[src/rtl/sram_arb.sv]
// sram_arb: two-requester arbiter in front of a single-port SRAM macro
// (OpenRAM-style: active-low csb/web, registered address, dout valid the
// cycle after the access).
//
// Build option: define SRAM_ARB_RR_EN for round-robin arbitration between
// the two requesters. Left undefined, arbitration is fixed priority with
// port 0 winning every tie.
//
// Handshake rules (both request and response channels):
//   A transfer happens on a rising edge where valid=1 and ready=1 in the
//   cycle before it. A source holding valid=1 keeps its payload stable until
//   the transfer. pN_req_ready is a combinational function of eligibility
//   and arbitration only; request content is never buffered here, so any
//   payload change while ready=0 has no effect. pN_rsp_valid/pN_rsp_rdata
//   stay stable until accepted and valid drops on the accepting edge.
//
// Each port has a tracker FSM: IDLE -> ISSUED (grant edge) -> CAPTURE
// (macro data latched into the response register) -> IDLE. The state is
// exported on p0_state/p1_state (0=IDLE, 1=ISSUED, 2=CAPTURE).
module sram_arb #(
    parameter int ADDR_WIDTH = 8,
    parameter int DATA_WIDTH = 32,
    parameter int NUM_WMASKS = 4
) (
    input  logic                  clk0,
    input  logic                  rst_n,
    // requester 0
    input  logic                  p0_req_valid,
    output logic                  p0_req_ready,
    input  logic                  p0_req_we,
    input  logic [NUM_WMASKS-1:0] p0_req_wmask,
    input  logic [ADDR_WIDTH-1:0] p0_req_addr,
    input  logic [DATA_WIDTH-1:0] p0_req_wdata,
    output logic                  p0_rsp_valid,
    input  logic                  p0_rsp_ready,
    output logic [DATA_WIDTH-1:0] p0_rsp_rdata,
    // requester 1
    input  logic                  p1_req_valid,
    output logic                  p1_req_ready,
    input  logic                  p1_req_we,
    input  logic [NUM_WMASKS-1:0] p1_req_wmask,
    input  logic [ADDR_WIDTH-1:0] p1_req_addr,
    input  logic [DATA_WIDTH-1:0] p1_req_wdata,
    output logic                  p1_rsp_valid,
    input  logic                  p1_rsp_ready,
    output logic [DATA_WIDTH-1:0] p1_rsp_rdata,
    // SRAM macro port
    output logic                  sram_csb0,
    output logic                  sram_web0,
    output logic [NUM_WMASKS-1:0] sram_wmask0,
    output logic [ADDR_WIDTH-1:0] sram_addr0,
    output logic [DATA_WIDTH-1:0] sram_din0,
    input  logic [DATA_WIDTH-1:0] sram_dout0,
    // tracker state observation
    output logic [1:0]            p0_state,
    output logic [1:0]            p1_state
);

    typedef enum logic [1:0] {
        TRK_IDLE    = 2'd0,
        TRK_ISSUED  = 2'd1,
        TRK_CAPTURE = 2'd2
    } trk_state_t;

    // ------------------------------------------------------------------
    // Per-port views of the flat port list, so the two ports share logic
    // ------------------------------------------------------------------
    logic [1:0]            req_valid;
    logic [1:0]            req_we;
    logic [NUM_WMASKS-1:0] req_wmask [2];
    logic [ADDR_WIDTH-1:0] req_addr  [2];
    logic [DATA_WIDTH-1:0] req_wdata [2];
    logic [1:0]            rsp_ready;

    assign req_valid    = {p1_req_valid, p0_req_valid};
    assign req_we       = {p1_req_we, p0_req_we};
    assign req_wmask[0] = p0_req_wmask;
    assign req_wmask[1] = p1_req_wmask;
    assign req_addr[0]  = p0_req_addr;
    assign req_addr[1]  = p1_req_addr;
    assign req_wdata[0] = p0_req_wdata;
    assign req_wdata[1] = p1_req_wdata;
    assign rsp_ready    = {p1_rsp_ready, p0_rsp_ready};

    // tracker state and decoded tracker outputs
    trk_state_t state_q [2];
    trk_state_t state_d [2];
    logic [1:0] in_flight;
    logic [1:0] capture_en;

    // arbitration
    logic [1:0] eligible;
    logic [1:0] win;
    logic [1:0] ready;
    logic [1:0] grant;

    // access kind remembered from the grant, used when shaping the response
    logic [1:0] we_q;

    // response registers
    logic [1:0]            rsp_valid_q;
    logic [DATA_WIDTH-1:0] rsp_rdata_q [2];

    // ------------------------------------------------------------------
    // Arbitration
    // ------------------------------------------------------------------
`ifdef SRAM_ARB_RR_EN
    // prio_q names the port that wins a tie; it moves away from whichever
    // port was just granted and stays put on idle cycles.
    logic prio_q;

    // Round-robin pointer update on grants only
    always_ff @(posedge clk0) begin
        if (!rst_n) begin
            prio_q <= 1'b0;
        end else if (grant[0]) begin
            prio_q <= 1'b1;
        end else if (grant[1]) begin
            prio_q <= 1'b0;
        end
    end

    // Eligibility and round-robin winner selection
    always_comb begin
        eligible = req_valid & ~in_flight & ~rsp_valid_q;
        win      = 2'b00;
        if (eligible[0] && eligible[1]) begin
            win = prio_q ? 2'b10 : 2'b01;
        end else begin
            win = eligible;
        end
    end
`else
    // Eligibility and fixed-priority winner selection (port 0 first)
    always_comb begin
        eligible = req_valid & ~in_flight & ~rsp_valid_q;
        win      = 2'b00;
        if (eligible[0]) begin
            win = 2'b01;
        end else if (eligible[1]) begin
            win = 2'b10;
        end
    end
`endif

    // Ready is forced low during reset so nothing reaches the macro
    always_comb begin
        ready = rst_n ? win : 2'b00;
        grant = ready & req_valid;
    end

    assign p0_req_ready = ready[0];
    assign p1_req_ready = ready[1];

    // ------------------------------------------------------------------
    // SRAM command: driven straight from the granted port, idle otherwise
    // ------------------------------------------------------------------
    // Macro command mux
    always_comb begin
        sram_csb0   = 1'b1;
        sram_web0   = 1'b1;
        sram_wmask0 = '0;
        sram_addr0  = '0;
        sram_din0   = '0;
        if (grant[0]) begin
            sram_csb0   = 1'b0;
            sram_web0   = ~req_we[0];
            sram_wmask0 = req_wmask[0];
            sram_addr0  = req_addr[0];
            sram_din0   = req_wdata[0];
        end else if (grant[1]) begin
            sram_csb0   = 1'b0;
            sram_web0   = ~req_we[1];
            sram_wmask0 = req_wmask[1];
            sram_addr0  = req_addr[1];
            sram_din0   = req_wdata[1];
        end
    end

    // ------------------------------------------------------------------
    // In-flight trackers (one per port)
    // ------------------------------------------------------------------
    // Tracker state register; reset drops any access in flight
    always_ff @(posedge clk0) begin
        for (int i = 0; i < 2; i++) begin
            if (!rst_n) begin
                state_q[i] <= TRK_IDLE;
            end else begin
                state_q[i] <= state_d[i];
            end
        end
    end

    // Tracker next-state: one step per cycle once granted
    always_comb begin
        for (int i = 0; i < 2; i++) begin
            state_d[i] = state_q[i];
            case (state_q[i])
                TRK_IDLE:    if (grant[i]) state_d[i] = TRK_ISSUED;
                TRK_ISSUED:  state_d[i] = TRK_CAPTURE;
                TRK_CAPTURE: state_d[i] = TRK_IDLE;
                default:     state_d[i] = TRK_IDLE;
            endcase
        end
    end

    // Tracker outputs: busy flag and the "macro data is on dout now" strobe
    always_comb begin
        for (int i = 0; i < 2; i++) begin
            in_flight[i]  = (state_q[i] != TRK_IDLE);
            capture_en[i] = (state_q[i] == TRK_ISSUED);
        end
    end

    assign p0_state = state_q[0];
    assign p1_state = state_q[1];

    // Remember read/write of the access each port has outstanding
    always_ff @(posedge clk0) begin
        for (int i = 0; i < 2; i++) begin
            if (!rst_n) begin
                we_q[i] <= 1'b0;
            end else if (grant[i]) begin
                we_q[i] <= req_we[i];
            end
        end
    end

    // ------------------------------------------------------------------
    // Response registers
    // ------------------------------------------------------------------
    // Load from the macro one cycle after the grant, hold until accepted.
    // Only one tracker can be in ISSUED at a time, so dout is unambiguous.
    always_ff @(posedge clk0) begin
        for (int i = 0; i < 2; i++) begin
            if (!rst_n) begin
                rsp_valid_q[i] <= 1'b0;
                rsp_rdata_q[i] <= '0;
            end else if (capture_en[i]) begin
                rsp_valid_q[i] <= 1'b1;
                rsp_rdata_q[i] <= we_q[i] ? '0 : sram_dout0;
            end else if (rsp_valid_q[i] && rsp_ready[i]) begin
                rsp_valid_q[i] <= 1'b0;
            end
        end
    end

    assign p0_rsp_valid = rsp_valid_q[0];
    assign p1_rsp_valid = rsp_valid_q[1];
    assign p0_rsp_rdata = rsp_rdata_q[0];
    assign p1_rsp_rdata = rsp_rdata_q[1];

endmodule

[config.mk]
export PLATFORM = sky130hd
export DESIGN_NAME = sram_arb
export DESIGN_NICKNAME = d
export VERILOG_FILES = /design/src/rtl/sram_arb.sv
export SDC_FILE = /design/constraint.sdc
export NUM_CORES = 1
export LEC_CHECK = 0
export CORE_MARGIN = 3
export CORE_UTILIZATION = 37
export CTS_CLUSTER_DIAMETER = 100
export DETAILED_ROUTE_END_ITERATION = 6
export PLACE_DENSITY = 0.84
export SLEW_MARGIN = 20
export SYNTH_ARGS = -nofsm -noshare
export SYNTH_HDL_FRONTEND = slang
export SYNTH_SLANG_ARGS = --single-unit
[constraint.sdc]
create_clock -name clk0 -period 5.3 [get_ports clk0]
set_input_delay 1.06 -clock clk0 [delete_from_list [all_inputs] [get_ports clk0]]
set_output_delay 1.06 -clock clk0 [all_outputs]
set_load 0.005 [all_outputs]
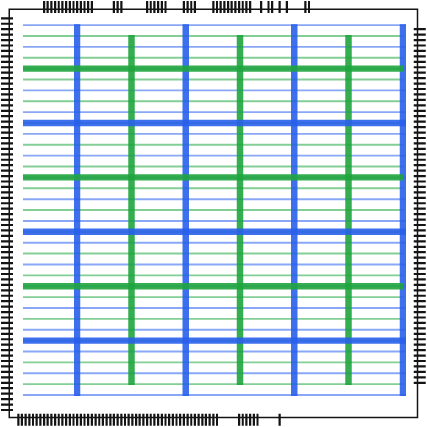
run_1/power_grid.png
(4 px per um) Pins as bars on the die edge.
green -> VDD
blue -> VSS
signal pins = 246
rows = 34
met5 straps = 6
met1 rails = 35
Peak VDD IR: 0.1237 mV
die width: 101.7 um
core area: 0.008806 mm^2

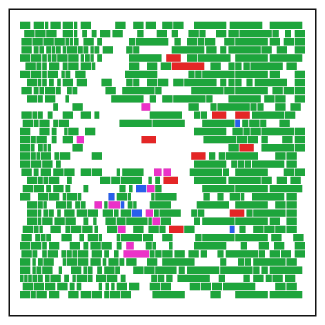
run_1/sizes.png
(3 px per um)
red -> _6 and larger  # cells 10, most used clkbuf_8
green -> _0 and _1 cells  # cells 538, most used clkdlybuf4s50_1
magenta -> _3 and _4 cells  # cells 12, most used buf_4
blue -> _2 cells  # cells 6
cell area after layout: 0.006110 mm^2
Layout area overhead: 80.32%

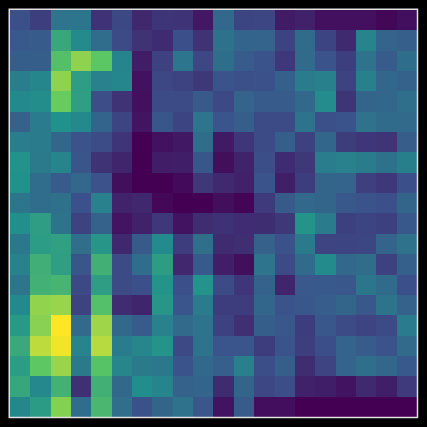
run_1/metal_density.png
(4 px per um) The die is cut into 20 by 20 equal tiles; dark purple is low, yellow is high, scaled to the fullest tile. Values are wire area over tile area, all layers added.
mean over tiles = 0.20
densest ninth of the die = south-west
emptiest ninth of the die = center
tiles over half the peak = 12%

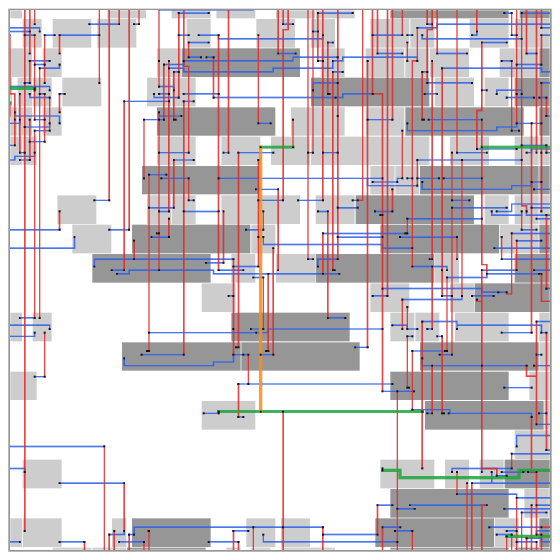
run_1/detail.png
Window x 26 to 76, y 46 to 96 um. Cells in gray, sequential cells in the stronger gray; small squares are vias.
orange -> metal 4
blue -> metal 1
red -> metal 2
green -> metal 3
sequential cells in the window = 21
most frequent = clkdlybuf4s50_1 (30), and2_1 (26), edfxtp_1 (20)
cells with their middle in the window = 95
netlist names of flops here include = rsp_rdata_q (20), state_q (1)

==> notes.md, run 1 <==
yosys + openroad results -> largest net degree at the start of global routing=52, Synth Area per Inst=10.49 um^2, Crit path max-delay family=buffers and inverters, Final GP Congestion=0.9059, Setup crit start kind=primary input, Synth cell types=22, crit path DRT=4240 ps, CTS tree=yes, First DRT Iteration DRCs=131, top cells, area=edfxtp_1, and2_1, nand3_1, most frequent CP cell=clkdlybuf4s50_1, Max Cap Violations=0, Yosys top cell by area=edfxtp_1, mux share=0%, grt peak-use layer=met2, post-synthesis sequential area ratio=61.45%, Hold Crit Start=we_q[0], Final Core Density=69.38%, antenna violations before repair=0, Area leader share=56.72%, wl on met1=4274 um, status=finished clean, met2 usage=38.88%, drt drc=0, final slew viol count=0, crit-path max FO=26, yosys aoi share=7.386%, Total GRT Usage=22.45%, Sequential Area=0.002082 mm^2, Synth Area in Simple Gates=27.40%, switch share=23.90%, XOR Share, Synth=0%, CP Data Arrival Time=3340 ps, met1 usage=24.23%, Pint=1.090 mW, Final ANT Viol Nets=0, Buffers on Ports=245, clock network fraction of total power=28.6%, final hold violation count=0, Largest regs=rsp_rdata_q x64, state_q x4, Post-Place Worst Slack=882.3 ps, vias after detailed routing=3,371, Ys Warns=0, share of layout cells above drive strength 1=4.947%, R2R cell count=3, Reg with most FFs=rsp_rdata_q, setup TNS=0 ps, Gate Count Post-Synth=323, # fillers=662, Sequential Power=0.672 mW, final number of setup-violating endpoints=0, htree depth=3, Starting Density=38.48%, Avg Vias per Cell=5.001, final setup margin=903.4 ps, CP cell instances=clkdlybuf4s50_1 -> nand3_1 -> buf_4 -> o21ai_0 -> clkdlybuf4s50_1, WP buf/inv=3, Floorplan Nets=451
-- run 1: cell type report --
class	count	share of cell area, %
inverter	1	0.06144
tap	108	2.212
timing repair buffer	253	41.12
sequential	72	34.08
clock inverter	6	0.9830
multi-input combinational	224	19.46
clock buffer	10	2.089
-- run 1: tightest hold or removal path, cell delays in order, from the launching register on --
cell and delay (ps):
dfxtp_1 330, nand2_1 50, a21oi_1 50
-- run 1: worst max path at each step --
stage | from | endpoint | cells after the start
after detailed placement | p1_req_valid | sram_din0[18] | 5
after floorplan | p0_req_valid | sram_din0[10] | 6
after global placement | p1_req_valid | sram_din0[18] | 5
after CTS | p1_req_valid | sram_din0[18] | 5
final | p1_req_valid | sram_din0[18] | 5
after global routing | p1_req_valid | sram_din0[18] | 5
run_1/placement.png
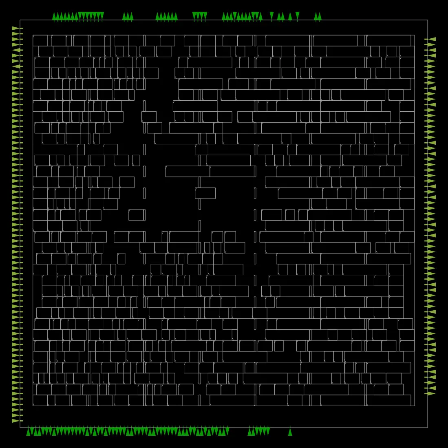

--- run 2 (diff from run 1) ---
Settings changed: CORE_UTILIZATION 37 to 31, PLACE_DENSITY 0.84 to 0.74.
Clock period 5.3 ns to 4 ns, I/O delays scaled along.
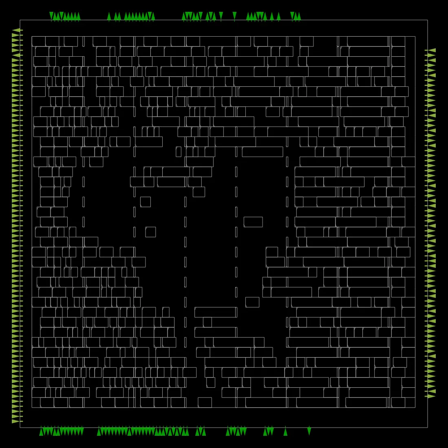
run_2/placement.png
Tapcells: 136
register share of the cell area: 33.57%
Seq cells: 72
# fillers: 909

==> run 2 against run 1 <==
Count of clock-buffer cells in the layout is 1 lower. Sequential power up 32%. Sequential share of layout area down 0.51 points. Synthesized cell count unchanged. Power increased by 38%. Via count decreased by 1.9%. First-iteration DRC count decreased by 16%. Clock skew is 7.4 ps lower. Critical path type unchanged.
==> notes.md, run 2 <==
yosys + openroad results -> Avg Vias per Cell=4.697, final slew viol count=0, CTS clk-pin slew, worst paths=70 ps, final hold violation count=0, Yosys top cell by area=edfxtp_1, Peak VDD IR=0.1770 mV, CP Data Arrival Time=2740 ps, R2R setup slack=2460 ps, CTS tree=yes, most frequent CP cell=clkdlybuf4s50_1, Post-Place Worst Slack=476.5 ps, Final Power=1.975 mW, comb area leader=simple AND/OR/NAND/NOR gates, vias after detailed routing=3,307, top cells, area=edfxtp_1, and2_1, nand3_1, Setup crit start kind=primary input, WP buf/inv=3, drt drc=0, Gate Count Post-Synth=323, switch share=23.22%, CP startpoint=p0_req_valid, First DRT Iteration DRCs=110, htree depth=3, wl on met1=4080 um, WL/cell=16.54 um, die width=110.5 um, crit path time final=3540 ps, XOR Share, Synth=0%, number of global-route vias before repair=3,356, core area=0.01046 mm^2, Root Buffer=clkbuf_8, dpl cell area=0.005984 mm^2, Final ANT Viol Nets=0, Synth Area in Simple Gates=27.40%, Sequential Area=0.002082 mm^2, Sequential Power=0.890 mW, Crit path max-delay family=buffers and inverters, Critical Path End=sram_din0[26], CP cell instances=clkdlybuf4s50_1 -> or4b_1 -> buf_4 -> nand2_1 -> o21ai_0 -> clkdlybuf4s50_1, post-synthesis sequential area ratio=61.45%, Buffers on Ports=245, met3 Use GR=8.603%, crit-path max FO=35, GRT overflow=0, Synth Area per Inst=10.49 um^2, Pint=1.516 mW, mux share=0%, clock network fraction of total power=31.2%, grt peak-use layer=met2, Ys Warns=0, first-pass GRT wire length=17,690 um, share of layout cells above drive strength 1=5.458%, setup TNS=0 ps, status=finished clean, Area leader share=56.72%, R2R cell count=3, Final Core Density=59.28%, Crit path depth=6, crit path DRT=3200 ps, Final GP Congestion=0.8372, final number of setup-violating endpoints=0, Total GRT Usage=18.42%, Starting Density=32.38%, Reg2Reg Launch Point=state_q[0][0], logic area=0.001189 mm^2, met2 usage=32.56%, cell area after layout=0.006202 mm^2, Max Cap Violations=0, Floorplan Nets=451
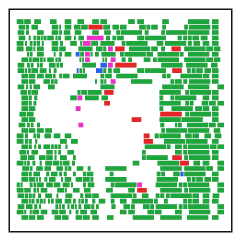
run_2/sizes.png
(2 px per um)
green -> _0 and _1 cells  # cells 537, most used clkdlybuf4s50_1
red -> _6 and larger  # cells 14, most used clkbuf_8
magenta -> _3 and _4 cells  # cells 12, most used buf_4
blue -> _2 cells  # cells 5, most used nor3_2
final setup margin: 460.5 ps
Layout area overhead: 83.05%

==> run 2: worst min path at each step <==
stage / cells past startpoint / to / from / slack [ps]
3_3_place_gp: 2 / we_q[0] / we_q[0] / 460
4_1_cts: 2 / we_q[0] / we_q[0] / 480
2_1_floorplan: 2 / we_q[0] / we_q[0] / 440
6_report: 2 / we_q[0] / we_q[0] / 480
3_5_place_dp: 2 / we_q[0] / we_q[0] / 470
5_1_grt: 2 / we_q[0] / we_q[0] / 500
==> run 2: layout make-up <==
class                   count  share of cell area (%)
clock buffers               9                   1.997
clock inverters             7                   1.513
inverters                   1                 0.06052
multi-input cells         224                   19.16
flip-flops and latches     72                   33.57
well taps                 136                   2.744
repair buffers            255                   40.95
No activity file was given, so power comes from the tool's default toggle rates.
